<file path="src/rtl/lc3_fetch_pkg.sv">
// Shared definitions for the LC3 instruction prefetch path: FSM encoding,
// default widths, reset fetch address and the queue entry layout.
package lc3_fetch_pkg;

    localparam int LC3_ADDR_W = 16;
    localparam int LC3_DATA_W = 16;
    localparam logic [LC3_ADDR_W-1:0] LC3_RESET_PC = 16'h3000;

    typedef enum logic [1:0] {
        ST_IDLE   = 2'd0,
        ST_WAIT   = 2'd1,
        ST_SQUASH = 2'd2
    } fetch_state_e;

    typedef struct packed {
        logic [LC3_DATA_W-1:0] instr;
        logic [LC3_ADDR_W-1:0] pc;
        logic [LC3_ADDR_W-1:0] npc;
    } fetch_entry_t;

endpackage

</file>
<file path="src/rtl/lc3_sync_fifo.sv">
// Single-clock FIFO with a combinational head read and a synchronous flush
// that takes priority over any push or pop in the same cycle.
module lc3_sync_fifo #(
    parameter int WIDTH = 48,
    parameter int DEPTH = 4
) (
    input  logic                         clk,
    input  logic                         rst_n,
    input  logic                         push,
    input  logic                         pop,
    input  logic                         flush,
    input  logic [WIDTH-1:0]             wr_data,
    output logic [WIDTH-1:0]             rd_data,
    output logic [$clog2(DEPTH+1)-1:0]   count
);

    localparam int PTR_W = (DEPTH > 1) ? $clog2(DEPTH) : 1;
    localparam int CNT_W = $clog2(DEPTH + 1);

    logic [WIDTH-1:0] mem [DEPTH];
    logic [PTR_W-1:0] wr_ptr;
    logic [PTR_W-1:0] rd_ptr;
    logic             do_push;
    logic             do_pop;

    // Pointers wrap explicitly so DEPTH need not be a power of two.
    function automatic logic [PTR_W-1:0] bump(input logic [PTR_W-1:0] p);
        return (p == PTR_W'(DEPTH - 1)) ? '0 : p + PTR_W'(1);
    endfunction

    assign do_push = push && !flush;
    assign do_pop  = pop && !flush && (count != '0);
    assign rd_data = mem[rd_ptr];

    // NOTE: all state updates use non-blocking assignments so every flop samples pre-edge values.
    always_ff @(posedge clk or negedge rst_n) begin
        if (!rst_n) begin
            wr_ptr <= '0;
            rd_ptr <= '0;
            count  <= '0;
        end else if (flush) begin
            wr_ptr <= '0;
            rd_ptr <= '0;
            count  <= '0;
        end else begin
            if (do_push) wr_ptr <= bump(wr_ptr);
            if (do_pop)  rd_ptr <= bump(rd_ptr);
            case ({do_push, do_pop})
                2'b10:   count <= count + CNT_W'(1);
                2'b01:   count <= count - CNT_W'(1);
                default: count <= count;
            endcase
        end
    end

    // NOTE: storage has no reset; count gates validity, so clearing it would only cost reset fan-out.
    always_ff @(posedge clk) begin
        if (do_push) mem[wr_ptr] <= wr_data;
    end

endmodule

</file>
<file path="src/rtl/lc3_prefetch_queue.sv">
// LC3 instruction prefetch stage: issues one outstanding instruction read at a
// time, buffers fetched words with pc/npc for Decode, and flushes on redirect.
module lc3_prefetch_queue
    import lc3_fetch_pkg::*;
#(
    parameter int                ADDR_W   = LC3_ADDR_W,
    parameter int                DATA_W   = LC3_DATA_W,
    parameter int                DEPTH    = 4,
    parameter logic [ADDR_W-1:0] RESET_PC = ADDR_W'(LC3_RESET_PC)
) (
    input  logic                        clock,
    input  logic                        reset,
    input  logic                        enable_fetch,
    input  logic                        br_taken,
    input  logic [ADDR_W-1:0]           taddr,
    output logic [ADDR_W-1:0]           pc,
    output logic                        instrmem_rd,
    input  logic [DATA_W-1:0]           Instr_dout,
    input  logic                        complete_instr,
    output logic                        dec_valid,
    input  logic                        dec_ready,
    output logic [DATA_W-1:0]           dec_instr,
    output logic [ADDR_W-1:0]           dec_pc,
    output logic [ADDR_W-1:0]           dec_npc,
    output logic [$clog2(DEPTH+1)-1:0]  occupancy
);

    localparam int CNT_W = $clog2(DEPTH + 1);
    localparam int ENT_W = DATA_W + 2 * ADDR_W;

    fetch_state_e       state;
    logic [ADDR_W-1:0]  fetch_pc;
    logic [CNT_W-1:0]   count;
    logic [ENT_W-1:0]   head_word;
    logic [1:0]         rst_pipe;
    logic               rst_n;
    logic               do_push;
    logic               do_pop;
    logic               has_space;
    logic               room_after_push;

    // NOTE: reset asserts asynchronously but releases through two flops so no state leaves reset mid-cycle.
    always_ff @(posedge clock or negedge reset) begin
        if (!reset) rst_pipe <= '0;
        else        rst_pipe <= {rst_pipe[0], 1'b1};
    end
    assign rst_n = rst_pipe[1];

    assign dec_valid = (count != '0) && !br_taken;
    assign do_pop    = dec_valid && dec_ready;
    assign do_push   = (state == ST_WAIT) && complete_instr && !br_taken;
    assign has_space = count < CNT_W'(DEPTH);
    // A same-cycle pop frees the slot this push would otherwise fill last.
    assign room_after_push = (count < CNT_W'(DEPTH - 1)) || do_pop;

    always_ff @(posedge clock or negedge rst_n) begin
        if (!rst_n) begin
            state       <= ST_IDLE;
            fetch_pc    <= RESET_PC;
            pc          <= RESET_PC;
            instrmem_rd <= 1'b0;
        end else begin
            if (br_taken)     fetch_pc <= taddr;
            else if (do_push) fetch_pc <= fetch_pc + ADDR_W'(1);

            case (state)
                ST_IDLE: begin
                    if (enable_fetch && !br_taken && has_space) begin
                        state       <= ST_WAIT;
                        instrmem_rd <= 1'b1;
                        pc          <= fetch_pc;
                    end
                end
                ST_WAIT: begin
                    if (br_taken) begin
                        if (complete_instr) begin
                            state       <= ST_IDLE;
                            instrmem_rd <= 1'b0;
                        end else begin
                            state <= ST_SQUASH;
                        end
                    end else if (complete_instr) begin
                        if (enable_fetch && room_after_push) begin
                            pc <= fetch_pc + ADDR_W'(1);
                        end else begin
                            state       <= ST_IDLE;
                            instrmem_rd <= 1'b0;
                        end
                    end
                end
                ST_SQUASH: begin
                    // The stale read must finish on the bus before a new one can go out.
                    if (complete_instr) begin
                        state       <= ST_IDLE;
                        instrmem_rd <= 1'b0;
                    end
                end
                default: begin
                    state       <= ST_IDLE;
                    instrmem_rd <= 1'b0;
                end
            endcase
        end
    end

    lc3_sync_fifo #(
        .WIDTH (ENT_W),
        .DEPTH (DEPTH)
    ) u_fifo (
        .clk     (clock),
        .rst_n   (rst_n),
        .push    (do_push),
        .pop     (do_pop),
        .flush   (br_taken),
        .wr_data ({Instr_dout, fetch_pc, fetch_pc + ADDR_W'(1)}),
        .rd_data (head_word),
        .count   (count)
    );

    assign {dec_instr, dec_pc, dec_npc} = head_word;
    assign occupancy = count;

endmodule

</file>
<file path="config.mk">
export PLATFORM = sky130hd
export DESIGN_NAME = lc3_prefetch_queue
export DESIGN_NICKNAME = d
export VERILOG_FILES = /design/src/rtl/lc3_fetch_pkg.sv /design/src/rtl/lc3_sync_fifo.sv /design/src/rtl/lc3_prefetch_queue.sv
export SDC_FILE = /design/constraint.sdc
export NUM_CORES = 1
export LEC_CHECK = 0
export ABC_AREA = 1
export CORE_MARGIN = 1.5
export CORE_UTILIZATION = 55
export DETAILED_ROUTE_END_ITERATION = 8
export DONT_BUFFER_PORTS = 1
export GPL_ROUTABILITY_DRIVEN = 0
export GPL_TIMING_DRIVEN = 1
export PLACE_DENSITY = 0.7
export SLEW_MARGIN = 30
export SYNTH_ARGS = -nofsm -noshare
export SYNTH_HDL_FRONTEND = slang
export SYNTH_SLANG_ARGS = --single-unit
</file>
<file path="constraint.sdc">
create_clock -name clock -period 1.9 [get_ports clock]
set_input_delay 0.38 -clock clock [delete_from_list [all_inputs] [get_ports clock]]
set_output_delay 0.38 -clock clock [all_outputs]
set_load 0.1 [all_outputs]
</file>
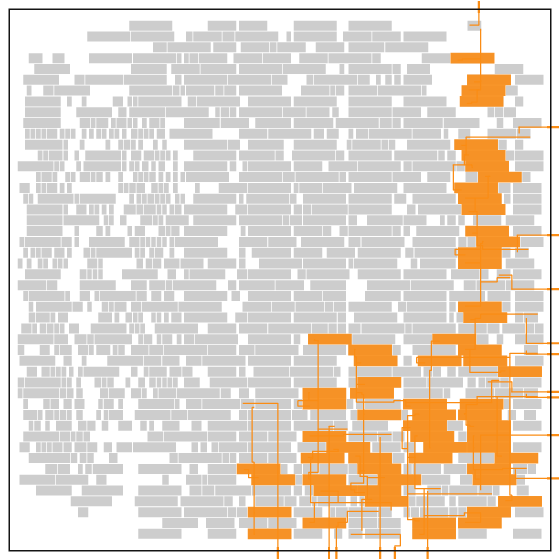
*Nets reached from selected ports*
| color | port | bits | direction | edge | end cells | buffers | wire |
|---|---|---|---|---|---|---|---|
| orange | Instr_dout | 16 | input | 9 east, 6 south, 1 north | 64 | 16 | 1080 um |
buffers added on ports: 0
Top Ports: 107

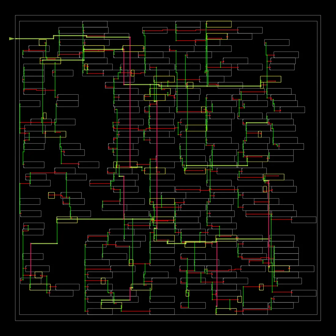
*Clock wiring as the flow saved it*
Clock Skew: 18.96 ps
Worst-Skew Late Latency: 520 ps
number of clock buffers inserted by TritonCTS: 24

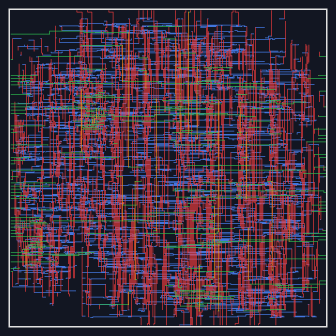
*Metal layers overlaid*
| color | layer | wire length |
|---|---|---|
| red | met2 | 14100 um |
| orange | met4 | 663 um |
| green | met3 | 2140 um |
| blue | met1 | 10600 um |
aggregate routed wire length: 27530 um
global routing usage summed across all routing layers: 0.2882
WL per Instance: 23.21 um

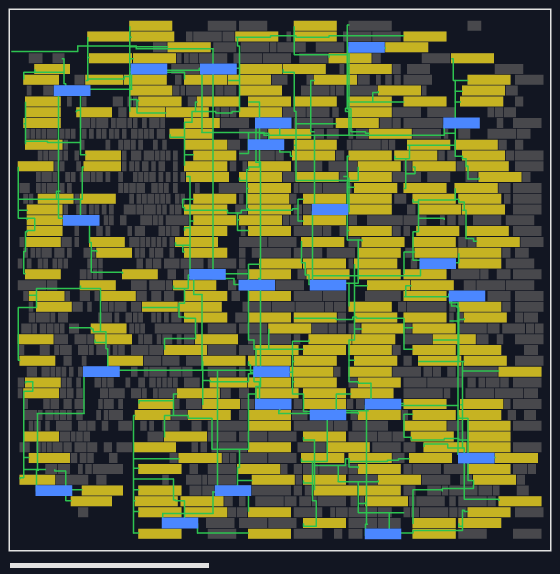
*Clock wires, drivers and flops*
Bar = 50 um.
[yellow] flip-flops | count: 236
[green] clock wires | length: 2600 um
[blue] cells driving clock nets | count: 24
routed clock nets: 25

==> writeup.txt <==
The run finished, with violations left. The final reports fail on setup timing. The deepest level of the CTS H-tree came out at 1. Sorting the synthesis cell report by count puts at the top edfxtp_1.

The cell family with the largest share of critical-path delay was buffers and inverters. The tools report the clock root buffer as clkbuf_16. For the initial antenna violation count, the log shows 0. Standard cell with the maximum stage delay on the critical path: dfrtp_2.

The final layout contains 988 nets. Counting flops and latches in the post-synthesis netlist gives 236. Logged for this run, the post-placement worst setup slack is -65.07 ps.

Fraction of layout cells with a size suffix above 1: 0.3798. Yosys shows that the main logic family after synthesis is simple AND/OR/NAND/NOR gates. At the pin with the least slew margin, the transition time is 532.8 ps.

The main flop type is edfxtp_1. The floorplan has 48 rows. With the cell area after layout at 0.01391 mm^2, the clock edge transition at the registers on the reported setup and hold paths is 60 ps. The number of nets with antenna violations after routing came out at 0. Origin of the critical flop-to-flop path: state[1]. The main area contributors are edfxtp_1 (59%), dfrtp_1 (10%), nand2_1 (5.4%), o21ai_0 (5.4%), nor2_1 (4.4%). The area growth from synthesis to layout is 43.27%. The post-placement cell area is 0.01201 mm^2. The routed design shows a via density per instance of 6.063.

The tools report the arrival time at the worst endpoint as 1910 ps. Across all register-to-register paths, the minimum setup slack is 100 ps. The tools report the critical path startpoint as u_fifo.rd_ptr[0].

The count of cells along the worst hold path is 2, and the overflow left after global routing is 0. The wire-length estimate of the detail-placed layout is 14570 um. The first global-routing pass estimated 39980 um of wire. The library cells used most frequently in the layout, excluding fill and tap cells, are edfxtp_1 (192), nand2_1 (140), nor2_2 (73). The tools report the remaining max-slew budget at the tightest pin as 0.6448. The capturing instance or port of the critical path was dec_npc[14].

The repair_antennas step left the layout with diodes totalling 0. TritonCTS built the clock tree. Count of buffers added by post-CTS timing repair for setup: 3.

Type of destination of the critical path: a primary output. The adder-cell area share of the yosys netlist is 0.009791, and the quantity of hold-fixing buffers added after cts is 23. After synthesis, the chip area reported by Yosys is 0.009712 mm^2. Endpoints with negative setup slack in the final report add up to 48. Along the worst path, the maximum fanout reaches 18. The worst slack on hold paths came out at 9.656 ps. The clock sink total was 236.

The mux cell area share after synthesis works out to 0.001031. The run gives -391.1 ps as the final worst-path setup slack. For the number of instances in the placed design, the log shows 1107. Measured in cells, the most critical reg-to-reg path has a length of 7. Biggest cell delay along the critical path: 420 ps.

The launch point of the worst min-delay path is recorded as br_taken. The post-synth count of flops with an enable pin is 192. Critical path start-end classification: flip-flop to primary output. According to the hold report, the worst path is of the primary input to flip-flop type.
per-layer routing:
layer  track usage  wire length [um]  share of wire  vias to the layer above
li1              -                 -              -                     3176
met1        0.3651             10600           0.39                     3541
met2        0.5079             14120           0.51                      418
met3       0.05257              2144          0.078                       56
met4       0.08747               663          0.024                        0
met5             0                 0              0                        -
flip-flops by register name, indices dropped and copies added, names as in the netlist:
register	count
fetch_pc	16
instrmem_rd	1
pc	16
rst_pipe	2
state	2
u_fifo.count	3
u_fifo.mem	192
u_fifo.rd_ptr	2
u_fifo.wr_ptr	2
cell type report:
type	count	area (um^2)
Multi-Input combinational cell	508	3739
Timing Repair Buffer	133	2043
Sequential cell	236	6887
Clock buffer	29	640.6
Tap cell	225	281.5
Fill cell	907	3382
Clock inverter	15	132.6
Inverter	40	191.4
